`config.mk`:
```
export PLATFORM = sky130hd
export DESIGN_NAME = addsub_rr_scheduler
export DESIGN_NICKNAME = d
export VERILOG_FILES = /design/src/rtl/addsub_sched_pkg.sv /design/src/rtl/rr_arbiter.sv /design/src/rtl/universal_adder_subtractor.sv /design/src/rtl/addsub_rr_scheduler.sv
export SDC_FILE = /design/constraint.sdc
export NUM_CORES = 1
export LEC_CHECK = 0
export ABC_CLOCK_PERIOD_IN_PS = 1800
export CORE_ASPECT_RATIO = 0.7
export CORE_MARGIN = 1.5
export CORE_UTILIZATION = 35
export CTS_CLUSTER_DIAMETER = 80
export DETAILED_ROUTE_END_ITERATION = 6
export PLACE_DENSITY = 0.73
export SLEW_MARGIN = 40
export SYNTH_ARGS = -nofsm -noshare
export SYNTH_HDL_FRONTEND = slang
export SYNTH_SLANG_ARGS = --single-unit
```
`constraint.sdc`:
```
create_clock -name clk -period 1.8 [get_ports clk]
set_clock_uncertainty 0.1 [all_clocks]
set_input_delay 0.54 -clock clk [delete_from_list [all_inputs] [get_ports clk]]
set_output_delay 0.54 -clock clk [all_outputs]
set_load 0.005 [all_outputs]
```
`src/rtl/addsub_sched_pkg.sv`:
```
`default_nettype none
// ============================================================================
// Module      : addsub_sched_pkg
// Description : Shared types and constants for the add/subtract scheduler.
//               - state_t : scheduler FSM states (IDLE, EXEC, RESP)
//               - OP_ADD / OP_SUB : operation mode encodings
//               - signed_ovf() : two's-complement overflow from sign bits
// Revision    : 1.0  initial release
// ============================================================================
package addsub_sched_pkg;

    typedef enum logic [1:0] {
        IDLE = 2'd0,
        EXEC = 2'd1,
        RESP = 2'd2
    } state_t;

    localparam logic OP_ADD = 1'b0;
    localparam logic OP_SUB = 1'b1;

    // Overflow of A + B' where B' is B inverted for subtract: both effective
    // operands share a sign and the result sign differs from it.
    function automatic logic signed_ovf(input logic a_msb,
                                        input logic b_msb,
                                        input logic r_msb,
                                        input logic m);
        logic b_eff;
        b_eff = b_msb ^ (m == OP_SUB);
        return (a_msb == b_eff) && (r_msb != a_msb);
    endfunction

endpackage : addsub_sched_pkg
`default_nettype wire

```
`src/rtl/rr_arbiter.sv`:
```
`default_nettype none
// ============================================================================
// Module      : rr_arbiter
// Description : Combinational round-robin picker. Selects the first asserted
//               request at or after ptr, wrapping around NREQ.
// Ports       : req   in  NREQ          request vector
//               ptr   in  $clog2(NREQ)  highest-priority position
//               grant out NREQ          one-hot grant (zero if no request)
//               idx   out $clog2(NREQ)  index of the granted request
// Revision    : 1.0  initial release
// ============================================================================
module rr_arbiter
    import addsub_sched_pkg::*;
#(
    parameter int NREQ = 2
) (
    input  logic [NREQ-1:0]         req,
    input  logic [$clog2(NREQ)-1:0] ptr,
    output logic [NREQ-1:0]         grant,
    output logic [$clog2(NREQ)-1:0] idx
);

    localparam int IW = $clog2(NREQ);

    logic [NREQ-1:0] w_rot;
    logic [IW-1:0]   w_off;
    logic            w_found;
    logic [IW:0]     w_sum;

    // Rotate so that bit 0 is the position ptr points at; the first set bit
    // then gives the offset from ptr to the winner.
    assign w_rot = NREQ'({req, req} >> ptr);

    always_comb begin
        w_found = 1'b0;
        w_off   = '0;
        for (int k = 0; k < NREQ; k++) begin
            if (!w_found && w_rot[k]) begin
                w_found = 1'b1;
                w_off   = IW'(k);
            end
        end
    end

    // ptr + offset, reduced mod NREQ (NREQ need not be a power of two).
    assign w_sum = {1'b0, ptr} + {1'b0, w_off};
    assign idx   = (w_sum >= (IW+1)'(NREQ)) ? IW'(w_sum - (IW+1)'(NREQ)) : IW'(w_sum);
    assign grant = w_found ? (NREQ'(1) << idx) : '0;

endmodule : rr_arbiter
`default_nettype wire

```
`src/rtl/universal_adder_subtractor.sv`:
```
`default_nettype none
// ============================================================================
// Module      : universal_adder_subtractor
// Description : WIDTH-bit adder/subtractor. M=0 adds, M=1 computes A + ~B + 1.
//               Cout is the carry out of the MSB (for subtract, 1 = no borrow).
// Ports       : A, B   in  WIDTH  operands
//               M      in  1      mode (0 add, 1 subtract)
//               Result out WIDTH  sum/difference mod 2^WIDTH
//               Cout   out 1      carry out
// Revision    : 1.0  initial release
// ============================================================================
module universal_adder_subtractor
    import addsub_sched_pkg::*;
#(
    parameter int WIDTH = 4
) (
    input  logic [WIDTH-1:0] A,
    input  logic [WIDTH-1:0] B,
    input  logic             M,
    output logic [WIDTH-1:0] Result,
    output logic             Cout
);

    logic [WIDTH-1:0] w_b_eff;

    assign w_b_eff = B ^ {WIDTH{M == OP_SUB}};
    assign {Cout, Result} = {1'b0, A} + {1'b0, w_b_eff} + {{WIDTH{1'b0}}, M};

endmodule : universal_adder_subtractor
`default_nettype wire

```
`src/rtl/addsub_rr_scheduler.sv`:
```
`default_nettype none
// ============================================================================
// Module      : addsub_rr_scheduler
// Description : Time-shares one universal_adder_subtractor between NREQ
//               requesters with round-robin arbitration. Operands are captured
//               at grant, computed in EXEC and the registered result is held in
//               RESP until the consumer accepts it.
// Ports       : clk, rst_n (synchronous, active-low)
//               req_valid/req_ready  NREQ        request handshake (ready one-hot)
//               req_a/req_b          NREQ*WIDTH  packed operands
//               req_m                NREQ        0 add, 1 subtract
//               rsp_valid/rsp_ready  1           response handshake
//               rsp_result           WIDTH       result mod 2^WIDTH
//               rsp_cout             1           carry out (subtract: 1 = no borrow)
//               rsp_id               $clog2(NREQ) owner of the result
//               rsp_ovf              1           signed overflow (ADDSUB_OVF_EN only)
// Options     : `define ADDSUB_OVF_EN to build the rsp_ovf port and logic.
// Revision    : 1.0  initial release
// ============================================================================
module addsub_rr_scheduler
    import addsub_sched_pkg::*;
#(
    parameter int NREQ  = 2,
    parameter int WIDTH = 4
) (
    input  logic                    clk,
    input  logic                    rst_n,
    input  logic [NREQ-1:0]         req_valid,
    output logic [NREQ-1:0]         req_ready,
    input  logic [NREQ*WIDTH-1:0]   req_a,
    input  logic [NREQ*WIDTH-1:0]   req_b,
    input  logic [NREQ-1:0]         req_m,
    output logic                    rsp_valid,
    input  logic                    rsp_ready,
    output logic [WIDTH-1:0]        rsp_result,
    output logic                    rsp_cout,
    output logic [$clog2(NREQ)-1:0] rsp_id
`ifdef ADDSUB_OVF_EN
    ,
    output logic                    rsp_ovf
`endif
);

    localparam int IW = $clog2(NREQ);

    state_t           r_state;
    logic [IW-1:0]    r_ptr;
    logic [WIDTH-1:0] r_a;
    logic [WIDTH-1:0] r_b;
    logic             r_m;
    logic [IW-1:0]    r_id;

    logic [NREQ-1:0]  w_grant;
    logic [IW-1:0]    w_idx;
    logic             w_hs;
    logic [WIDTH-1:0] w_sel_a;
    logic [WIDTH-1:0] w_sel_b;
    logic             w_sel_m;
    logic [WIDTH-1:0] w_res;
    logic             w_cout;

    rr_arbiter #(
        .NREQ (NREQ)
    ) u_arb (
        .req   (req_valid),
        .ptr   (r_ptr),
        .grant (w_grant),
        .idx   (w_idx)
    );

    // Grants are offered only in IDLE and never while reset is asserted.
    assign req_ready = ((r_state == IDLE) && rst_n) ? w_grant : '0;
    assign w_hs      = (r_state == IDLE) && (|(req_valid & req_ready));

    assign w_sel_a = req_a[w_idx*WIDTH +: WIDTH];
    assign w_sel_b = req_b[w_idx*WIDTH +: WIDTH];
    assign w_sel_m = req_m[w_idx];

    universal_adder_subtractor #(
        .WIDTH (WIDTH)
    ) u_addsub (
        .A      (r_a),
        .B      (r_b),
        .M      (r_m),
        .Result (w_res),
        .Cout   (w_cout)
    );

    always_ff @(posedge clk) begin
        if (!rst_n) begin
            r_state    <= IDLE;
            r_ptr      <= '0;
            r_a        <= '0;
            r_b        <= '0;
            r_m        <= OP_ADD;
            r_id       <= '0;
            rsp_valid  <= 1'b0;
            rsp_result <= '0;
            rsp_cout   <= 1'b0;
            rsp_id     <= '0;
`ifdef ADDSUB_OVF_EN
            rsp_ovf    <= 1'b0;
`endif
        end else begin
            case (r_state)
                IDLE: begin
                    if (w_hs) begin
                        r_a     <= w_sel_a;
                        r_b     <= w_sel_b;
                        r_m     <= w_sel_m;
                        r_id    <= w_idx;
                        // Pointer moves past the winner only on a grant.
                        r_ptr   <= (w_idx == IW'(NREQ - 1)) ? '0 : w_idx + 1'b1;
                        r_state <= EXEC;
                    end
                end
                EXEC: begin
                    rsp_result <= w_res;
                    rsp_cout   <= w_cout;
                    rsp_id     <= r_id;
`ifdef ADDSUB_OVF_EN
                    rsp_ovf    <= signed_ovf(r_a[WIDTH-1], r_b[WIDTH-1],
                                             w_res[WIDTH-1], r_m);
`endif
                    rsp_valid  <= 1'b1;
                    r_state    <= RESP;
                end
                RESP: begin
                    if (rsp_ready) begin
                        rsp_valid <= 1'b0;
                        r_state   <= IDLE;
                    end
                end
                default: r_state <= IDLE;
            endcase
        end
    end

endmodule : addsub_rr_scheduler
`default_nettype wire

```
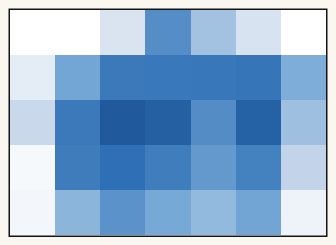
*Placement density heat map*
The die is cut into 7 by 5 equal tiles; white is low, dark blue is high, 0 to 100% covered.
- emptiest ninth of the die: upper left
- tiles over 75% full: 8.6%
- fullest tile: 83%
final core utilization: 55.4%
Initial Util: 37.0%
placeable core region: 0.00280 sq mm

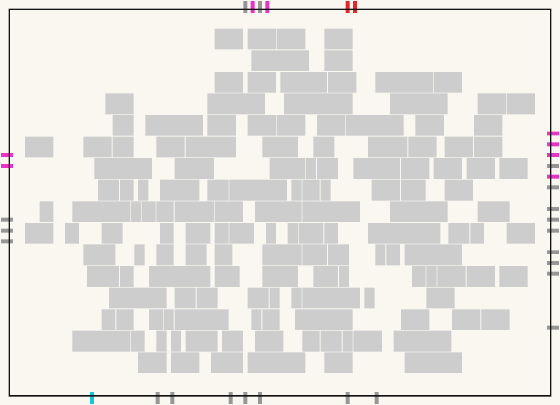
*Pin placement*
Pins as bars across the die edge, other pins in gray.
- cyan: clk (pins 1; direction input; edge bottom)
- magenta: req_b (pins 8; direction input; edge 4 right, 2 top, 2 left)
- red: req_m (pins 2; direction input; edge top)
- all pins by edge: 13 right, 8 bottom, 6 top, 5 left
die height: 48.5 um
Port-buffer cells: 31
die x size: 68.1 um

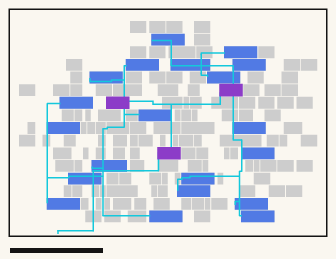
*Clock wires, drivers and flops*
Scale bar: 20 um.
- blue: flip-flops (count 20)
- purple: clock drivers (count 3)
- cyan: clock wires (length 265 um)
- routed clock nets: 4

==> results.yml <==
# implementation run metrics
floorplan:
  floorplan.io_pins: 32
  dieArea_sq_mm: 0.00330
route:
  wl_met1_um: 1290
  detail_route.wl_per_cell_um: 15.0
  total_via_count_in_the_routed_design: 983
  drt-vias-per-instance: 5.37
  drt_first_iter_violations: 37
  route.top_layer_used: "met4"
  postRouteWirelength_um: 2740
synthesis:
  numSynthFlops: 20
  synth-async-reset-ratio_pct: 0
  synth_cells: 106
  synth.most_common_cell: "sky130_fd_sc_hd__dfxtp_1"
  synth_cell_types: 34
  synth.avg_cell_area_sq_um: 9.79
  post_synth_instance_area_sq_mm: 0.00104
  yosys-stat-cells: 106
  part_of_the_yosys_area_used_for_sequential_elements_pct: 38.6
  ys_sh_simple_pct: 15.7
  yosys_warning_total: 0
  synth.cellmix.xorXnorShare_pct: 4.22
  number_of_enable_flip_flop_cells: 0
  topCellsByArea: "sky130_fd_sc_hd__dfxtp_1, sky130_fd_sc_hd__o211a_1, sky130_fd_sc_hd__a221o_1"
  syn-num-nets: 133
finish:
  non_clock_buffer_area_share_pct: 25.0
  mostFrequentLayoutCells: "sky130_fd_sc_hd__clkdlybuf4s50_1, sky130_fd_sc_hd__dfxtp_1, sky130_fd_sc_hd__o211a_1"
  clock_cell_area_share_pct: 3.55
  area_growth_pct: 49.7
  sh_seq_area_pct: 26.1
  finalInstanceArea_sq_mm: 0.00155
  mi_logic_area_sq_um: 641
  area.sequential_sq_um: 405
  largestClassByArea: "logic gates"
  ratio_of_cells_with_drive_above_1_in_the_final_layout_pct: 23.1
  layout_top_cell: "sky130_fd_sc_hd__clkdlybuf4s50_1"
  share_of_cell_area_taken_by_multi_input_logic_gates_pct: 41.3
  flop-count: 20
power_and_ir_drop:
  netSwitchingPower_uw: 336
  peakVddDrop_uv: 339
  power_combinational_uw: 355
  clock_net_power_uw: 339
  report.power.total_uw: 1220
  power_report.internal_total_uw: 888
clock_network:
  cts_inserted_buffers: 3
  post-cts-setup-buffer-count: 2
  clk_root_buffer_cell: "sky130_fd_sc_hd__clkbuf_8"
  clk-insertion-delay-late_ns: 0.26
job:
  openroad_warning_count: 28
  maxCapViolCount: 0
global_route:
  grt_use_met1_pct: 24.4
  grt.total_usage_pct: 17.3
  grt.overflow.total: 0
sta:
  report.final.setup_viol: 1
  layout_min_cycle_time_ns: 1.82
  finalMaxSlewViolations: 0
  fin_ws_ns: -0.0205
  min_period_over_period_pct: 101
  highest_clock_frequency_the_design_can_meet_ghz: 0.549
  setup_repair_after_global_routing_missed_its_margin: "true"
  setup-tns-final_ns: -0.0205
setup_path:
  critPathSlowestCell: "sky130_fd_sc_hd__dfxtp_2"
  critPathMaxFanout: 2
  timing.setup.critical_path_class: "flip-flop to output port"
  critPathCaptureType: "output port"
status:
  violations: "negative setup slack"
  run_status: "finished, violations left"
placement:
  dpl_cell_area_sq_mm: 0.00141
  inst_count_dp: 176
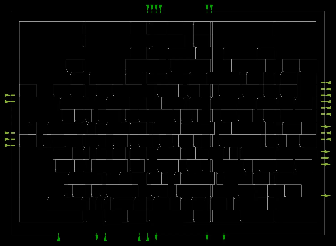
*Placement view*
non-filler instance count after layout: 183
number of rows in the core area: 16
filler cell count: 264

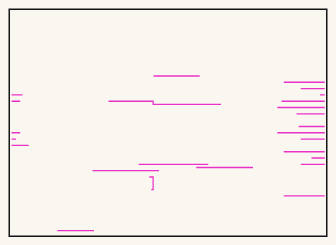
*Metal 3*
- wire length on this layer: 179 um
- share of all routed wire: 6.5%
- main direction: horizontal
- longest straight run: 14.7 um
- nets with wire on the layer: 24

-- final timing paths --
check	from	end	depth (start not counted)
max reg2reg	r_m	rsp_result[3]	5
min	rsp_result[2]	rsp_result[2]	2
max	r_state[0]	req_ready[1]	5
min reg2reg	rsp_result[2]	rsp_result[2]	2
-- critical path: cells and delay by family, from the launching register on --
kind                   cells  cell delay, ns
flip-flops                 1            0.34
buffers and inverters      3            0.30
AND/OR/NAND/NOR            2            0.28
-- sequential cells by signal (all words and copies together) (netlist names) --
| name | cells |
|---|---|
| rsp_id | 1 |
| rsp_valid | 1 |
| r_state | 2 |
| r_id | 1 |
| r_a | 4 |
| rsp_cout | 1 |
| rsp_result | 4 |
| r_ptr | 1 |
| r_b | 4 |
| r_m | 1 |
